File: config.mk
export PLATFORM = sky130hd
export DESIGN_NAME = multicycle_sequencer_flat
export DESIGN_NICKNAME = d
export VERILOG_FILES = /design/src/rtl/cpu_ctrl_pkg.sv /design/src/rtl/multicycle_sequencer_if.sv /design/src/rtl/ctrl_decode.sv /design/src/rtl/multicycle_sequencer.sv /design/src/flat_wrapper.sv
export SDC_FILE = /design/constraint.sdc
export NUM_CORES = 1
export LEC_CHECK = 0
export CAP_MARGIN = 10
export CORE_ASPECT_RATIO = 0.75
export CORE_MARGIN = 2
export CORE_UTILIZATION = 44
export CTS_CLUSTER_SIZE = 40
export DETAILED_ROUTE_END_ITERATION = 16
export PLACE_DENSITY = 0.77
export SYNTH_ARGS = -nofsm -noshare
export SYNTH_HDL_FRONTEND = slang
export SYNTH_HIERARCHICAL = 1
export SYNTH_SLANG_ARGS = --single-unit
export TNS_END_PERCENT = 1
File: constraint.sdc
create_clock -name clk -period 4.2 [get_ports clk]
set_input_delay 0.63 -clock clk [delete_from_list [all_inputs] [get_ports clk]]
set_output_delay 0.63 -clock clk [all_outputs]
set_load 0.05 [all_outputs]
File: src/rtl/cpu_ctrl_pkg.sv
// Shared encodings for the multi-cycle CPU controller: opcodes, ALU control
// codes, PC-source codes, sequencer states and the decoded-instruction payload.
package cpu_ctrl_pkg;

    localparam int unsigned OP_W   = 5;
    localparam int unsigned ALU_W  = 4;
    localparam int unsigned PCS_W  = 3;

    // Opcodes
    localparam logic [OP_W-1:0] OP_NOP  = 5'd0;
    localparam logic [OP_W-1:0] OP_ADD  = 5'd1;
    localparam logic [OP_W-1:0] OP_SUB  = 5'd2;
    localparam logic [OP_W-1:0] OP_AND  = 5'd3;
    localparam logic [OP_W-1:0] OP_OR   = 5'd4;
    localparam logic [OP_W-1:0] OP_ADDI = 5'd5;
    localparam logic [OP_W-1:0] OP_LW   = 5'd6;
    localparam logic [OP_W-1:0] OP_SW   = 5'd7;
    localparam logic [OP_W-1:0] OP_BEQ  = 5'd8;
    localparam logic [OP_W-1:0] OP_J    = 5'd9;
    localparam logic [OP_W-1:0] OP_HALT = 5'd31;

    // ALU control codes
    localparam logic [ALU_W-1:0] ALU_ADD = 4'b0010;
    localparam logic [ALU_W-1:0] ALU_SUB = 4'b0110;
    localparam logic [ALU_W-1:0] ALU_AND = 4'b0000;
    localparam logic [ALU_W-1:0] ALU_OR  = 4'b0001;

    // PC source select
    localparam logic [PCS_W-1:0] PC_INC  = 3'b000;
    localparam logic [PCS_W-1:0] PC_BR   = 3'b001;
    localparam logic [PCS_W-1:0] PC_JMP  = 3'b010;
    localparam logic [PCS_W-1:0] PC_TRAP = 3'b100;

    typedef enum logic [2:0] {
        S_IDLE,
        S_FETCH,
        S_DECODE,
        S_EXEC,
        S_MEM,
        S_WB,
        S_HALT,
        S_TRAP
    } state_t;

    // Instruction class: selects the path taken after DECODE
    typedef enum logic [2:0] {
        CL_NOP,
        CL_ALU,
        CL_LOAD,
        CL_STORE,
        CL_BRANCH,
        CL_JUMP,
        CL_HALT
    } op_class_t;

    typedef struct packed {
        op_class_t        cls;
        logic [ALU_W-1:0] alu_ctrl;
        logic             alu_src;
        logic             mem_reg;
        logic             is_illegal;
    } dec_t;

endpackage

File: src/rtl/multicycle_sequencer_if.sv
// Controller <-> datapath/memory signal bundle.
//   op, alu_zero, mem_ready          : datapath/memory -> controller
//   ir_write, pc_write, PC, mem_read,
//   mem_write, mem_reg, alu_src,
//   reg_write, alu_ctrl              : controller strobes -> datapath
//   illegal, halted, retired         : controller status
// master = controller side, slave = datapath side.
interface multicycle_sequencer_if #(
    parameter int unsigned CNT_W = 16
);
    logic [4:0]       op;
    logic             alu_zero;
    logic             mem_ready;
    logic             ir_write;
    logic             pc_write;
    logic [2:0]       PC;
    logic             mem_read;
    logic             mem_write;
    logic             mem_reg;
    logic             alu_src;
    logic             reg_write;
    logic [3:0]       alu_ctrl;
    logic             illegal;
    logic             halted;
    logic [CNT_W-1:0] retired;

    modport master (
        input  op, alu_zero, mem_ready,
        output ir_write, pc_write, PC, mem_read, mem_write, mem_reg,
               alu_src, reg_write, alu_ctrl, illegal, halted, retired
    );

    modport slave (
        output op, alu_zero, mem_ready,
        input  ir_write, pc_write, PC, mem_read, mem_write, mem_reg,
               alu_src, reg_write, alu_ctrl, illegal, halted, retired
    );
endinterface

File: src/rtl/ctrl_decode.sv
// Combinational opcode decoder.
//   op_i  : 5-bit opcode
//   dec_o : instruction class, ALU control, ALU-B source, write-back source,
//           illegal flag
module ctrl_decode
    import cpu_ctrl_pkg::*;
(
    input  logic [OP_W-1:0] op_i,
    output dec_t            dec_o
);

    always_comb begin
        dec_o.cls        = CL_NOP;
        dec_o.alu_ctrl   = ALU_AND;
        dec_o.alu_src    = 1'b0;
        dec_o.mem_reg    = 1'b0;
        dec_o.is_illegal = 1'b0;
        case (op_i)
            OP_NOP:  dec_o.cls = CL_NOP;
            OP_ADD:  begin dec_o.cls = CL_ALU; dec_o.alu_ctrl = ALU_ADD; end
            OP_SUB:  begin dec_o.cls = CL_ALU; dec_o.alu_ctrl = ALU_SUB; end
            OP_AND:  begin dec_o.cls = CL_ALU; dec_o.alu_ctrl = ALU_AND; end
            OP_OR:   begin dec_o.cls = CL_ALU; dec_o.alu_ctrl = ALU_OR;  end
            OP_ADDI: begin
                dec_o.cls      = CL_ALU;
                dec_o.alu_ctrl = ALU_ADD;
                dec_o.alu_src  = 1'b1;
            end
            OP_LW: begin
                dec_o.cls      = CL_LOAD;
                dec_o.alu_ctrl = ALU_ADD;
                dec_o.alu_src  = 1'b1;
                dec_o.mem_reg  = 1'b1;
            end
            OP_SW: begin
                dec_o.cls      = CL_STORE;
                dec_o.alu_ctrl = ALU_ADD;
                dec_o.alu_src  = 1'b1;
            end
            OP_BEQ:  begin dec_o.cls = CL_BRANCH; dec_o.alu_ctrl = ALU_SUB; end
            OP_J:    dec_o.cls = CL_JUMP;
            OP_HALT: dec_o.cls = CL_HALT;
            // Illegal opcodes decode as NOP with the flag set
            default: dec_o.is_illegal = 1'b1;
        endcase
    end

endmodule

File: src/rtl/multicycle_sequencer.sv
// Multi-cycle controller for the 5-bit-opcode CPU datapath.
// Steps instructions through FETCH/DECODE/EXEC/MEM/WB, drives datapath
// strobes, stalls on mem_ready, traps illegal opcodes and counts retirements.
// Ports:
//   clk  : clock, rising edge
//   rst  : synchronous active-high reset
//   bus  : multicycle_sequencer_if.master (op/alu_zero/mem_ready in;
//          strobes, illegal, halted, retired out)
// Parameters: CNT_W (retired counter width), TIMEOUT_CYCLES (MEM wait limit),
//             TRAP_ON_ILLEGAL (1 = trap, 0 = illegal executes as NOP).
// Optional: define MEM_TIMEOUT_EN to trap when MEM waits TIMEOUT_CYCLES.
// Strobes are decoded combinationally from the state and latched opcode.
module multicycle_sequencer
    import cpu_ctrl_pkg::*;
#(
    parameter int unsigned CNT_W           = 16,
    parameter int unsigned TIMEOUT_CYCLES  = 16,
    parameter int unsigned TRAP_ON_ILLEGAL = 1
) (
    input  logic                  clk,
    input  logic                  rst,
    multicycle_sequencer_if.master bus
);

    if (TIMEOUT_CYCLES == 0) begin : g_bad_timeout
        $error("TIMEOUT_CYCLES must be at least 1");
    end

    state_t            state_q, state_d;
    logic [OP_W-1:0]   op_q, op_d;
    logic [CNT_W-1:0]  retired_q;
    logic              retire_c;

    logic [OP_W-1:0]   dec_op;
    dec_t              dec;

    logic              ir_write_c;
    logic              pc_write_c;
    logic [PCS_W-1:0]  pc_sel_c;
    logic              mem_read_c;
    logic              mem_write_c;
    logic              mem_reg_c;
    logic              alu_src_c;
    logic              reg_write_c;
    logic [ALU_W-1:0]  alu_ctrl_c;
    logic              illegal_c;
    logic              halted_c;

    // op_q is only loaded at the end of DECODE, so DECODE looks at the live opcode
    assign dec_op = (state_q == S_DECODE) ? bus.op : op_q;

    ctrl_decode u_decode (
        .op_i  (dec_op),
        .dec_o (dec)
    );

`ifdef MEM_TIMEOUT_EN
    localparam int unsigned WAIT_W = $clog2(TIMEOUT_CYCLES + 1);

    logic [WAIT_W-1:0] wait_q;

    // Held at zero outside MEM, so it is clear on every MEM entry
    always_ff @(posedge clk) begin
        if (rst) begin
            wait_q <= '0;
        end else if (state_q != S_MEM) begin
            wait_q <= '0;
        end else if (!bus.mem_ready) begin
            wait_q <= wait_q + WAIT_W'(1);
        end
    end
`endif

    // State, latched opcode and retired counter
    always_ff @(posedge clk) begin
        if (rst) begin
            state_q   <= S_IDLE;
            op_q      <= '0;
            retired_q <= '0;
        end else begin
            state_q <= state_d;
            op_q    <= op_d;
            if (retire_c) begin
                retired_q <= retired_q + CNT_W'(1);
            end
        end
    end

    // Next state and strobe decode
    always_comb begin
        state_d     = state_q;
        op_d        = op_q;
        retire_c    = 1'b0;
        ir_write_c  = 1'b0;
        pc_write_c  = 1'b0;
        pc_sel_c    = PC_INC;
        mem_read_c  = 1'b0;
        mem_write_c = 1'b0;
        mem_reg_c   = 1'b0;
        alu_src_c   = 1'b0;
        reg_write_c = 1'b0;
        alu_ctrl_c  = '0;
        illegal_c   = 1'b0;
        halted_c    = 1'b0;

        case (state_q)
            S_IDLE: state_d = S_FETCH;

            S_FETCH: begin
                ir_write_c = 1'b1;
                pc_write_c = 1'b1;
                pc_sel_c   = PC_INC;
                state_d    = S_DECODE;
            end

            S_DECODE: begin
                op_d = bus.op;
                case (dec.cls)
                    CL_NOP: begin
                        if (dec.is_illegal && (TRAP_ON_ILLEGAL != 0)) begin
                            state_d = S_TRAP;
                        end else begin
                            retire_c = 1'b1;
                            state_d  = S_FETCH;
                        end
                    end
                    CL_JUMP: begin
                        pc_write_c = 1'b1;
                        pc_sel_c   = PC_JMP;
                        retire_c   = 1'b1;
                        state_d    = S_FETCH;
                    end
                    CL_HALT: state_d = S_HALT;
                    default: state_d = S_EXEC;
                endcase
            end

            S_EXEC: begin
                alu_ctrl_c = dec.alu_ctrl;
                alu_src_c  = dec.alu_src;
                case (dec.cls)
                    CL_BRANCH: begin
                        pc_write_c = bus.alu_zero;
                        pc_sel_c   = PC_BR;
                        retire_c   = 1'b1;
                        state_d    = S_FETCH;
                    end
                    CL_LOAD, CL_STORE: state_d = S_MEM;
                    default:           state_d = S_WB;
                endcase
            end

            S_MEM: begin
                alu_ctrl_c  = dec.alu_ctrl;
                alu_src_c   = dec.alu_src;
                mem_read_c  = (dec.cls == CL_LOAD);
                mem_write_c = (dec.cls == CL_STORE);
                if (bus.mem_ready) begin
                    if (dec.cls == CL_LOAD) begin
                        state_d = S_WB;
                    end else begin
                        retire_c = 1'b1;
                        state_d  = S_FETCH;
                    end
                end
`ifdef MEM_TIMEOUT_EN
                // A same-cycle mem_ready takes the branch above instead
                else if (wait_q == WAIT_W'(TIMEOUT_CYCLES - 1)) begin
                    state_d = S_TRAP;
                end
`endif
            end

            S_WB: begin
                reg_write_c = 1'b1;
                mem_reg_c   = dec.mem_reg;
                alu_ctrl_c  = dec.alu_ctrl;
                alu_src_c   = dec.alu_src;
                retire_c    = 1'b1;
                state_d     = S_FETCH;
            end

            S_HALT: halted_c = 1'b1;

            S_TRAP: begin
                illegal_c  = 1'b1;
                pc_write_c = 1'b1;
                pc_sel_c   = PC_TRAP;
                state_d    = S_FETCH;
            end

            default: state_d = S_IDLE;
        endcase
    end

    assign bus.ir_write  = ir_write_c;
    assign bus.pc_write  = pc_write_c;
    assign bus.PC        = pc_sel_c;
    assign bus.mem_read  = mem_read_c;
    assign bus.mem_write = mem_write_c;
    assign bus.mem_reg   = mem_reg_c;
    assign bus.alu_src   = alu_src_c;
    assign bus.reg_write = reg_write_c;
    assign bus.alu_ctrl  = alu_ctrl_c;
    assign bus.illegal   = illegal_c;
    assign bus.halted    = halted_c;
    assign bus.retired   = retired_q;

endmodule

File: src/flat_wrapper.sv
// flat-port wrapper written by rule: the top's interface ports become plain ports
module multicycle_sequencer_flat import cpu_ctrl_pkg::*;
#(
    parameter int unsigned CNT_W           = 16,
    parameter int unsigned TIMEOUT_CYCLES  = 16,
    parameter int unsigned TRAP_ON_ILLEGAL = 1
)
  (clk, rst, bus_op, bus_alu_zero, bus_mem_ready, bus_ir_write, bus_pc_write, bus_PC, bus_mem_read, bus_mem_write, bus_mem_reg, bus_alu_src, bus_reg_write, bus_alu_ctrl, bus_illegal, bus_halted, bus_retired);
  multicycle_sequencer_if #(.CNT_W(CNT_W)) bus_i ();
  input  logic clk;
  input  logic rst;
  input wire logic [$bits(bus_i.op)-1:0] bus_op;
  input wire logic [$bits(bus_i.alu_zero)-1:0] bus_alu_zero;
  input wire logic [$bits(bus_i.mem_ready)-1:0] bus_mem_ready;
  output wire logic [$bits(bus_i.ir_write)-1:0] bus_ir_write;
  output wire logic [$bits(bus_i.pc_write)-1:0] bus_pc_write;
  output wire logic [$bits(bus_i.PC)-1:0] bus_PC;
  output wire logic [$bits(bus_i.mem_read)-1:0] bus_mem_read;
  output wire logic [$bits(bus_i.mem_write)-1:0] bus_mem_write;
  output wire logic [$bits(bus_i.mem_reg)-1:0] bus_mem_reg;
  output wire logic [$bits(bus_i.alu_src)-1:0] bus_alu_src;
  output wire logic [$bits(bus_i.reg_write)-1:0] bus_reg_write;
  output wire logic [$bits(bus_i.alu_ctrl)-1:0] bus_alu_ctrl;
  output wire logic [$bits(bus_i.illegal)-1:0] bus_illegal;
  output wire logic [$bits(bus_i.halted)-1:0] bus_halted;
  output wire logic [$bits(bus_i.retired)-1:0] bus_retired;
  assign bus_i.op = bus_op;
  assign bus_i.alu_zero = bus_alu_zero;
  assign bus_i.mem_ready = bus_mem_ready;
  assign bus_ir_write = bus_i.ir_write;
  assign bus_pc_write = bus_i.pc_write;
  assign bus_PC = bus_i.PC;
  assign bus_mem_read = bus_i.mem_read;
  assign bus_mem_write = bus_i.mem_write;
  assign bus_mem_reg = bus_i.mem_reg;
  assign bus_alu_src = bus_i.alu_src;
  assign bus_reg_write = bus_i.reg_write;
  assign bus_alu_ctrl = bus_i.alu_ctrl;
  assign bus_illegal = bus_i.illegal;
  assign bus_halted = bus_i.halted;
  assign bus_retired = bus_i.retired;
  multicycle_sequencer #(.CNT_W(CNT_W), .TIMEOUT_CYCLES(TIMEOUT_CYCLES), .TRAP_ON_ILLEGAL(TRAP_ON_ILLEGAL)) u_core (.clk(clk), .rst(rst), .bus(bus_i));
endmodule
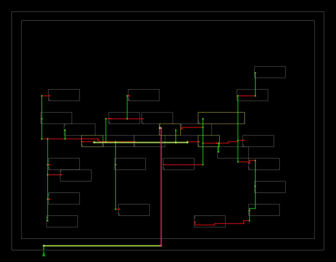
Figure 1: clock wiring as the flow saved it.
Seq cells: 24
Clk. pwr: 0.198 mW
clk sinks: 24

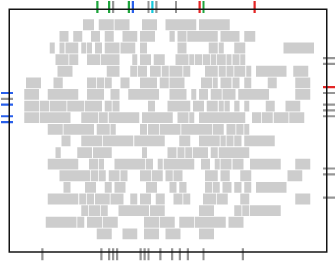
Figure 2: pin placement.
Pins as bars across the die edge, other pins in gray.
Key: bus_mem_reg = cyan [pins 1, direction output, edge top]; bus_op = blue [pins 5, direction input, edge 4 left, 1 top]; bus_alu_ctrl = green [pins 4, direction output, edge top]; bus_PC = red [pins 3, direction output, edge 2 top, 1 right]
All pins by edge: 14 bottom, 12 top, 10 right, 5 left.

==> ci_impl_report.md <==
### Yosys + OpenROAD results

| Metric | Value |
|---|---|
| Flip-flop count of the largest register after layout | `16` |
| Row count | `19` |
| Final Critical Period | `3.92 ns` |
| Core footprint | `3590 µm²` |
| Core Util at FP | `45.0%` |
| Maxcap violations | `0` |
| Worst hold start | `u_core/bus.retired[15]` |
| Reg2reg end | `u_core/bus.retired[9]` |
| Comb/total area | `48.5%` |
| Met2 WL | `1520 µm` |
| Antenna Cells | `0` |
| Switching portion of total power | `30.3%` |
| Count leader, synth | `dfxtp_1` |
| Met1 usage | `27.7%` |
| Hold path depth | `2` |
| Internal | `0.432 mW` |
| Non-CTS buffers | `41` |
| Final WS setup | `0.279 ns` |
| Sequential Power Share | `39.6%` |
| Final worst path period share | `93.3%` |
| Main area contributors | `dfxtp_1, a21oi_1, o21ai_0, buf_6, mux2_2` |
| Syn_area_per_cell | `8.08 µm²` |
| Fin. Hold Viols | `0` |
| TritonCTS clock tree | `done` |
| CP startpoint | `u_core/state_q[2]` |
| Vias | `1,511` |
| Nets | `239` |
| NonClk Buf Share | `21.2%` |
| Cell area after layout | `2070 µm²` |
| Synth Register Bits | `24` |
| # port buffers | `39` |
| Initial antenna violation count | `0` |
| HP Class | `register to register` |
| Clk buf depth | `2` |
| Register area share after synthesis | `29.7%` |
| YS warnings | `6` |
| Top Consumer | `sequential cells` |
| Final Max Slew Viols | `0` |
| Total global-route track usage | `17.7%` |
| Crit-path leading delay family | `simple AND/OR/NAND/NOR gates` |
| Crit-path slowest cell | `clkdlybuf4s50_1` |
| Crit end category | `primary output` |
| Cell Area, Synth | `1620 µm²` |
| Critical Path Stages | `7` |
| Critical path type | `register to primary output` |
| Outcome | `finished, final reports clean` |
| Pwr Total | `0.620 mW` |
| DPL Wire Length | `2550 µm` |
| Top_reg_cell synth | `dfxtp_1` |
| Yosys simple share | `36.0%` |
| Pwr/cell area | `299 nW/µm²` |
| DR iter-0 viols | `120` |
| Mapped Cells | `200` |
| Reg clk slew, reported paths | `0.08 ns` |
| Number of synthesized flops with an enable pin | `0` |
| WL met3 | `142 µm` |
| Pre-CTS worst setup slack | `0.376 ns` |
| Library cells used by synthesis | `54` |
| Combinational share of power | `28.5%` |
| Async SR Flop Fraction | `0%` |
| Crit path buf inv count | `1` |
| Most instantiated logic cells after routing | `clkdlybuf4s50_1, dfxtp_1, a21oi_1, nand2_1, o21ai_0` |
| Routed Antenna Nets | `0` |
| Top cells by count | `dfxtp_1, a21oi_1, nand2_1, nor2_1, o21ai_0` |
| Total gr overflow | `0` |
| Busiest grt layer | `met1` |
| Dominant kind of cell by area | `combinational gates` |
| RSZ-0062 raised after global routing | `false` |
| Setup TNS | `0 ns` |
| Inverters | `3` |
| Finished Layout Cells | `280` |
| Worst-Margin Slew | `0.867 ns` |
| Root Driver | `clkbuf_8` |
| Via density | `5.40` |
| Worst hold slack | `0.484 ns` |
| Post-layout util | `57.8%` |
| Multi-In Gates | `156` |
| Final wirelength | `3550 µm` |
| GP Congestion | `0.827` |
| Adder share | `0.774%` |
| Yosys chip area | `1620 µm²` |
| Clk pwr share | `31.9%` |
| Xor and xnor area share after synthesis | `1.08%` |
| Slew margin rel. | `42.0%` |
| Wl on met1 | `1860 µm` |
| Share of cells above drive strength 1 | `18.0%` |
| P_comb | `0.177 mW` |
| Die Wd | `74.0 µm` |
| FF-to-FF setup slack | `0.42 ns` |
| Seq/total area | `23.2%` |
| Pleak | `0.704 nW` |
| Crit-path max FO | `12` |
| Inst Count DP | `276` |
| Setup bufs post-CTS | `0` |
| First-pass iteration count of the detailed router | `4` |
| Global routing usage on met3 | `4.49%` |
| Yosys cell count | `200` |
| Worst IR drop on VDD | `234 µV` |
| Largest net degree at the start of global routing | `31` |
| Area post-placement | `1990 µm²` |
| WP data required | `3.57 ns` |
| Well Taps | `52` |
| Top logic family | `simple AND/OR/NAND/NOR gates` |
| Number of clock buffers in the layout | `3` |
| Htree depth | `1` |
| Crit start category | `register` |
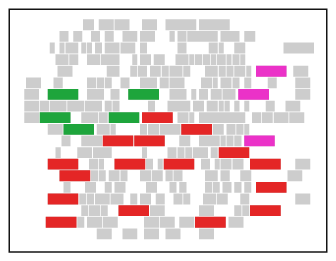
Figure 3: sequential cells colored by netlist name.
Other cells in gray.
Key: u_core/bus.retired = red [sequential cells 16]; u_core/op_q = green [sequential cells 5, where middle left]; u_core/state_q = magenta [sequential cells 3]
Flop area: 480 µm²
P_seq: 0.246 mW

Power figures rest on the tool's default switching activity, not on a simulated workload.
